File: src/rtl/multi_patch_reducer.sv
// N_SLOT independent patch accumulators sharing one pipelined float adder.
// Finished patches are handed out round-robin through a registered valid/ack stage.
module multi_patch_reducer #(
  parameter int N_ROW_SIZE   = 1,
  parameter int PATCH_SIZE   = 1,
  parameter int FP_SIZE      = 32,
  parameter int N_SLOT       = 4,
  parameter int FADD_LATENCY = 8,
  localparam int SW = (N_SLOT > 1) ? $clog2(N_SLOT) : 1
) (
  input  logic                  reset,
  input  logic                  dram_clk,
  input  logic                  init,
  input  logic [N_ROW_SIZE-1:0] start_row,
  output logic                  available,
  output logic [SW-1:0]         alloc_slot,
  input  logic [FP_SIZE-1:0]    partial_sum,
  input  logic [SW-1:0]         partial_sum_slot,
  input  logic                  partial_sum_valid,
  output logic                  partial_sum_rdy,
  output logic                  sum_rdy,
  output logic [FP_SIZE-1:0]    sum,
  output logic [N_ROW_SIZE-1:0] sum_row,
  output logic [SW-1:0]         sum_slot,
  input  logic                  sum_ack
);
  localparam int CW = $clog2(PATCH_SIZE + 1);
  localparam int EW = 8;
  localparam int MW = FP_SIZE - EW - 1;
  localparam logic signed [EW+1:0] ONE = (EW+2)'(1);

  typedef enum logic [1:0] {S_FREE, S_ACCUM, S_DONE} slot_state_t;

  slot_state_t             slot_state   [N_SLOT];
  logic [FP_SIZE-1:0]      slot_acc     [N_SLOT];
  logic [N_ROW_SIZE-1:0]   slot_row     [N_SLOT];
  logic                    slot_pending [N_SLOT];
  logic                    slot_held    [N_SLOT];

  logic                    op_nd_q;
  logic [FP_SIZE-1:0]      op_a_q, op_b_q;
  logic [SW-1:0]           op_slot_q;
  logic [FP_SIZE-1:0]      res_q   [FADD_LATENCY];
  logic                    rdy_q   [FADD_LATENCY];
  logic                    tag_v_q [FADD_LATENCY];
  logic [SW-1:0]           tag_s_q [FADD_LATENCY];

  logic                    sum_rdy_q;
  logic [FP_SIZE-1:0]      sum_q;
  logic [N_ROW_SIZE-1:0]   sum_row_q;
  logic [SW-1:0]           sum_slot_q, rr_q, rr_d, load_sel;
  logic                    load_found, load_fire, ack_fire, alloc_fire, accept;
  logic                    fadd_rdy, tag_valid, cmp_fire;
  logic [FP_SIZE-1:0]      acc_sel;

  // Round-to-nearest-even add; subnormals flush to zero, inputs assumed finite.
  function automatic logic [FP_SIZE-1:0] fp_add(input logic [FP_SIZE-1:0] a, input logic [FP_SIZE-1:0] b);
    logic [FP_SIZE-1:0]    x, y;
    logic [EW-1:0]         d;
    logic [MW+3:0]         mx, my;
    logic [MW+4:0]         s;
    logic [MW+1:0]         r;
    logic signed [EW+1:0]  e;
    logic                  sticky, up;
    if (a[FP_SIZE-2:0] >= b[FP_SIZE-2:0]) begin x = a; y = b; end
    else begin x = b; y = a; end
    if (y[FP_SIZE-2:MW] == '0) return (x[FP_SIZE-2:MW] == '0) ? '0 : x;
    mx = {1'b1, x[MW-1:0], 3'b000};
    my = {1'b1, y[MW-1:0], 3'b000};
    d = x[FP_SIZE-2:MW] - y[FP_SIZE-2:MW];
    sticky = 1'b0;
    for (int i = 0; i < MW + 4; i++)
      if (i < int'(d)) begin sticky = sticky | my[0]; my = my >> 1; end
    my[0] = my[0] | sticky;
    e = $signed({2'b00, x[FP_SIZE-2:MW]});
    if (x[FP_SIZE-1] == y[FP_SIZE-1]) begin
      s = {1'b0, mx} + {1'b0, my};
      if (s[MW+4]) begin s = {1'b0, s[MW+4:2], s[1] | s[0]}; e = e + ONE; end
    end else begin
      s = {1'b0, mx} - {1'b0, my};
      if (s == '0) return '0;
      for (int i = 0; i < MW + 3; i++)
        if (!s[MW+3]) begin s = s << 1; e = e - ONE; end
      if (e <= 0) return {x[FP_SIZE-1], {(FP_SIZE-1){1'b0}}};
    end
    up = s[2] & (s[1] | s[0] | s[3]);
    r  = {1'b0, s[MW+3:3]} + {{(MW+1){1'b0}}, up};
    if (r[MW+1]) begin r = r >> 1; e = e + ONE; end
    if (e >= 255) return {x[FP_SIZE-1], {EW{1'b1}}, {MW{1'b0}}};
    return {x[FP_SIZE-1], e[EW-1:0], r[MW-1:0]};
  endfunction

  always_comb begin
    available  = 1'b0;
    alloc_slot = '0;
    for (int i = N_SLOT - 1; i >= 0; i--)
      if (slot_state[i] == S_FREE) begin available = 1'b1; alloc_slot = SW'(i); end
  end

  always_comb begin
    partial_sum_rdy = 1'b0;
    acc_sel         = '0;
    for (int i = 0; i < N_SLOT; i++)
      if (partial_sum_slot == SW'(i)) begin
        partial_sum_rdy = (slot_state[i] == S_ACCUM) && !slot_pending[i];
        acc_sel         = slot_acc[i];
      end
  end

  assign accept     = partial_sum_valid && partial_sum_rdy;
  assign alloc_fire = init && available;
  assign ack_fire   = sum_ack && sum_rdy_q;
  assign fadd_rdy   = rdy_q[FADD_LATENCY-1];
  assign tag_valid  = tag_v_q[FADD_LATENCY-1];
  assign cmp_fire   = fadd_rdy && tag_valid;

  // Issue register feeding the adder, then a fixed-latency result/tag pipe.
  always_ff @(posedge dram_clk or posedge reset) begin
    if (reset) begin
      op_nd_q   <= 1'b0;
      op_a_q    <= '0;
      op_b_q    <= '0;
      op_slot_q <= '0;
      for (int i = 0; i < FADD_LATENCY; i++) begin
        res_q[i] <= '0; rdy_q[i] <= 1'b0; tag_v_q[i] <= 1'b0; tag_s_q[i] <= '0;
      end
    end else begin
      op_nd_q    <= accept;
      op_a_q     <= acc_sel;
      op_b_q     <= partial_sum;
      op_slot_q  <= partial_sum_slot;
      res_q[0]   <= fp_add(op_a_q, op_b_q);
      rdy_q[0]   <= op_nd_q;
      tag_v_q[0] <= op_nd_q;
      tag_s_q[0] <= op_slot_q;
      for (int i = 1; i < FADD_LATENCY; i++) begin
        res_q[i] <= res_q[i-1]; rdy_q[i] <= rdy_q[i-1];
        tag_v_q[i] <= tag_v_q[i-1]; tag_s_q[i] <= tag_s_q[i-1];
      end
    end
  end

  for (genvar gi = 0; gi < N_SLOT; gi++) begin : g_slot
    slot_state_t           state_q;
    logic [FP_SIZE-1:0]    acc_q;
    logic [CW-1:0]         count_q;
    logic [N_ROW_SIZE-1:0] row_q;
    logic                  pending_q, held_q;

    always_ff @(posedge dram_clk or posedge reset) begin
      if (reset) begin
        state_q <= S_FREE; acc_q <= '0; count_q <= '0;
        row_q <= '0; pending_q <= 1'b0; held_q <= 1'b0;
      end else begin
        if (alloc_fire && alloc_slot == SW'(gi)) begin
          state_q <= S_ACCUM; acc_q <= '0; count_q <= '0; row_q <= start_row;
        end
        if (accept && partial_sum_slot == SW'(gi)) pending_q <= 1'b1;
        if (cmp_fire && tag_s_q[FADD_LATENCY-1] == SW'(gi)) begin
          acc_q     <= res_q[FADD_LATENCY-1];
          pending_q <= 1'b0;
          count_q   <= count_q + CW'(1);
          if (count_q == CW'(PATCH_SIZE - 1)) state_q <= S_DONE;
        end
        if (load_fire && load_sel == SW'(gi)) held_q <= 1'b1;
        if (ack_fire && sum_slot_q == SW'(gi)) begin state_q <= S_FREE; held_q <= 1'b0; end
      end
    end

    assign slot_state[gi]   = state_q;
    assign slot_acc[gi]     = acc_q;
    assign slot_row[gi]     = row_q;
    assign slot_pending[gi] = pending_q;
    assign slot_held[gi]    = held_q;
  end

  // First DONE slot not already presented, searching upward from rr_q with wrap.
  always_comb begin
    int j;
    j          = 0;
    load_found = 1'b0;
    load_sel   = '0;
    for (int k = 0; k < N_SLOT; k++) begin
      j = int'(rr_q) + k;
      if (j >= N_SLOT) j = j - N_SLOT;
      if (!load_found && slot_state[j] == S_DONE && !slot_held[j]) begin
        load_found = 1'b1; load_sel = SW'(j);
      end
    end
  end

  assign load_fire = load_found && (!sum_rdy_q || sum_ack);
  assign rr_d      = (load_sel == SW'(N_SLOT - 1)) ? '0 : load_sel + SW'(1);

  always_ff @(posedge dram_clk or posedge reset) begin
    if (reset) begin
      sum_rdy_q <= 1'b0; sum_q <= '0; sum_row_q <= '0; sum_slot_q <= '0; rr_q <= '0;
    end else if (load_fire) begin
      sum_rdy_q  <= 1'b1;
      sum_q      <= slot_acc[load_sel];
      sum_row_q  <= slot_row[load_sel];
      sum_slot_q <= load_sel;
      rr_q       <= rr_d;
    end else if (ack_fire) begin
      sum_rdy_q <= 1'b0;
    end
  end

  assign sum_rdy  = sum_rdy_q;
  assign sum      = sum_q;
  assign sum_row  = sum_row_q;
  assign sum_slot = sum_slot_q;
endmodule

File: config.mk
export PLATFORM = sky130hd
export DESIGN_NAME = multi_patch_reducer
export DESIGN_NICKNAME = d
export VERILOG_FILES = /design/src/rtl/multi_patch_reducer.sv
export SDC_FILE = /design/constraint.sdc
export NUM_CORES = 2
export LEC_CHECK = 0
export ABC_CLOCK_PERIOD_IN_PS = 27000
export CORE_MARGIN = 5
export CORE_UTILIZATION = 56
export CTS_CLUSTER_SIZE = 40
export DETAILED_ROUTE_END_ITERATION = 8
export HOLD_SLACK_MARGIN = 0.12
export MAX_ROUTING_LAYER = met4
export PLACE_DENSITY = 0.73
export SYNTH_ARGS = -nofsm -noshare
export SYNTH_HDL_FRONTEND = slang
export SYNTH_SLANG_ARGS = --single-unit
File: constraint.sdc
create_clock -name dram_clk -period 27 [get_ports dram_clk]
set_input_delay 4.05 -clock dram_clk [delete_from_list [all_inputs] [get_ports dram_clk]]
set_output_delay 4.05 -clock dram_clk [all_outputs]
set_load 0.005 [all_outputs]
Figure 1. Cells coloured by class.
(1 px per um)
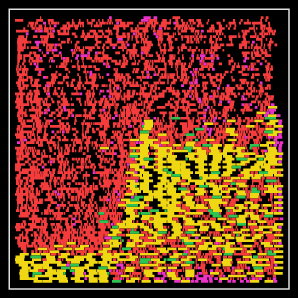
- other buffers and delay cells: magenta (cells 240)
- flip-flops: yellow (cells 537)
- all other logic: red (cells 4155)
- clock drivers and dummy loads: green (cells 86)
Core Util, Final: 61.8%
Core Area: 71500 um^2
Final Cell Area: 44200 um^2
row count: 98
sequential share of cell area: 30.4%

Figure 2. Metal layers overlaid.
(1.5 px per um) Only two layers are drawn.
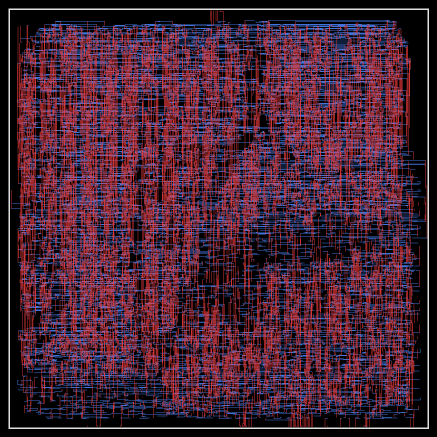
- met1: blue (wire length 60.5 mm)
- met2: red (wire length 69.5 mm)
Final Routed Wirelength: 156000 um
Total GRT Usage: 39.6%
via count: 41000
post-DR wirelength/cell: 26.1 um

Figure 3. Met3 routing.
(1.5 px per um)
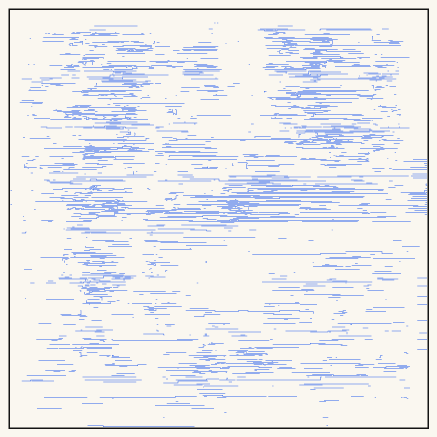
- wire length on this layer: 15400 um
- main direction: horizontal

Figure 4. Cell placement.
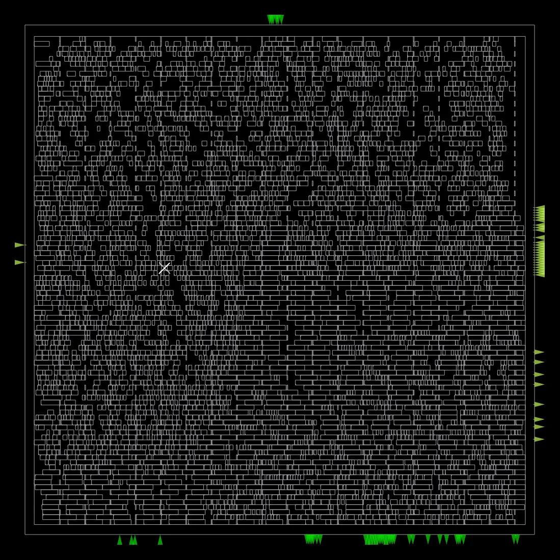
flip-flops: 537
non-filler cells, final: 5970
fill cell count: 6334

Figure 5. Sequential cells grouped by signal name.
(2 px per um)
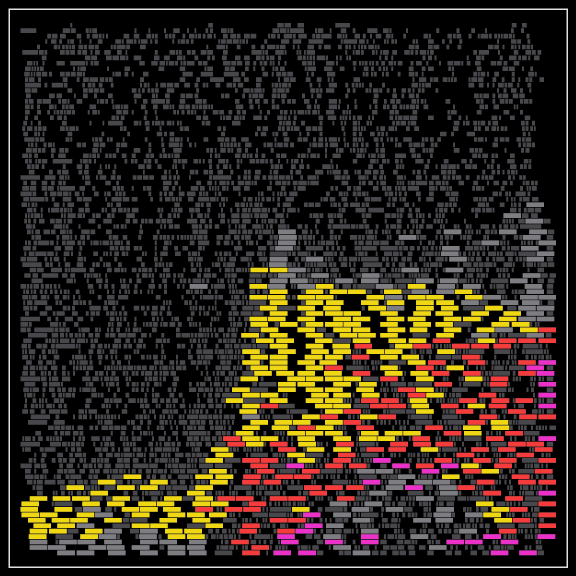
- res_q: yellow (flops 256)
- g_slot.acc_q: red (flops 128)
- sum: magenta (flops 32)
FF+latch area: 13400 um^2

repair_timing:
action / CTS / global route
resized: 0 / 28
buffers inserted: 0 / 9
setup endpoints to repair: 0 / 31
hold endpoints to repair: 0 / 0
state kept, by name, indices dropped and copies added (netlist names), 2 cells and up:
signal            cells
res_q               256
g_slot.acc_q        128
op_a_q               32
op_b_q               32
sum                  32
tag_s_q              16
g_slot.state_q        8
tag_v_q               7
g_slot.count_q        4
g_slot.held_q         4
g_slot.pending_q      4
g_slot.row_q          4
op_slot_q             2
rr_q                  2
sum_slot              2
through the flow:
stage	area [um^2]	setup TNS (ns)	hold WS (ns)	worst slack, ns
after floorplan	40300	0	0.331	3.00
after global placement	42400	0	0.331	1.67
after detailed placement	42400	0	0.335	0.917
after CTS	44000	0	0.309	0.786
after global routing	44200	-0.0686	0.316	-0.0232
final	44200	0	0.307	1.77
path summary, 6_finish.rpt:
kind | startpoint | to | slack (ns) | cells after the start
hold / removal | res_q[51]$_DFF_PP0_ | res_q[19]$_DFF_PP0_ | 0.31 | 0
setup / recovery | op_b_q[23]$_DFF_PP0_ | res_q[229]$_DFF_PP0_ | 1.77 | 123
min in group asynchronous | reset | res_q[92]$_DFF_PP0_ | 4.03 | 2
hold reg to reg | res_q[51]$_DFF_PP0_ | res_q[19]$_DFF_PP0_ | 0.31 | 0
max in group asynchronous | reset | op_a_q[23]$_DFF_PP0_ | 21.51 | 3
setup reg to reg | op_b_q[23]$_DFF_PP0_ | res_q[229]$_DFF_PP0_ | 1.77 | 123
metal layers:
metal / up-vias / part of all wire (%) / track usage [%]
met5: - / 0 / -
met4: 0 / 6.6 / 19.9
met3: 648 / 9.9 / 6.69
met2: 2667 / 45 / 60.8
met1: 19600 / 39 / 51.0
li1: 18100 / - / -
==> flow_metrics.tcl <==
# place-and-route summary
set metrics [dict create \
    htreeDepth 2 \
    cts_buffers 47 \
    die_area_um2 77400 \
    mux_share_pct 3.78 \
    top_cells_by_count "nand2_1 (811), dfrtp_1 (537), nor2_1 (458)" \
    die_w_um 278 \
    fin_crit_sh_pct 93.4 \
    status "finished, violations left" \
    synthCells 4960 \
    die_h_um 278 \
    vias_per_cell 6.87 \
    grt_max_degree 195 \
    diodes 2 \
    numSynthFlops 537 \
    layout_top_cell "nand2_1" \
    logic_family "AND-OR/OR-AND gates" \
    cpMostUsedCell "ha_1" \
    finClkSkew_ns 0.0460 \
    fin_nets 5131 \
    grt_pass1_vias 39000 \
    synth_top_cell_by_count "nand2_1" \
    dp_cells 5873 \
    fmax_ghz 0.0396 \
    synthArstFlopShare_pct 100 \
    grt_pass1_wl_um 236000 \
    clockRootBuffer "clkbuf_16" \
    pin_count 80 \
    floorplan.core_util_pct 56.4 \
    gp_congestion 1.10 \
    clock-sinks 537 \
    cp-start-kind "flop" \
    path_class "reg -> reg" \
    critical_path.slowest_cell "o31ai_4" \
    yosys_cells 4960 \
    cpLargestDelayFamily "AND-OR/OR-AND gates" \
    antenna_left 0 \
    worstPathArrival_ns 25.67 \
    worstPathBufferInverterCount 12 \
    max_cap_violations 0 \
    clk_latency_ns 0.59 \
    final-nonclk-buf-share_pct 4.59 \
    clockBufferCount 63 \
    crit_path_max_fanout 32 \
    syn_to_final_growth_pct 9.59 \
    drc 8 \
    comb_area_um2 25300 \
    clock_area_share_pct 3.64 \
    floorplan.nets 5110 \
    numPortBuffers 79 \
    ys_top_cells_by_area "dfrtp_1 (33%), nand2_1 (7.6%), a21oi_1 (4.6%)" \
    antenna_found_initial 7 \
    clk_pin_slew_ns 0.08 \
    worst_slew_margin_rel_pct 11.6 \
    synthFlopType "dfrtp_1" \
    synth.avg_cell_area_um2 8.12 \
    cts_max_path_buffers 3 \
    final_cell_mix "nand2_1 (811), dfrtp_1 (537), nor2_1 (452), a21oi_1 (369), o21ai_0 (367)" \
    synth_area_leader_cell "dfrtp_1" \
    yosys_warnings 0 \
    min-delay-path-class "reg -> reg" \
    cp.required_ns 27.45 \
    comb_share_pct 57.2 \
    largest_class "combinational gates" \
    ys_sh_adder_pct 3.61 \
    cts_tree "built" \
    violations "design-rule violations" \
]
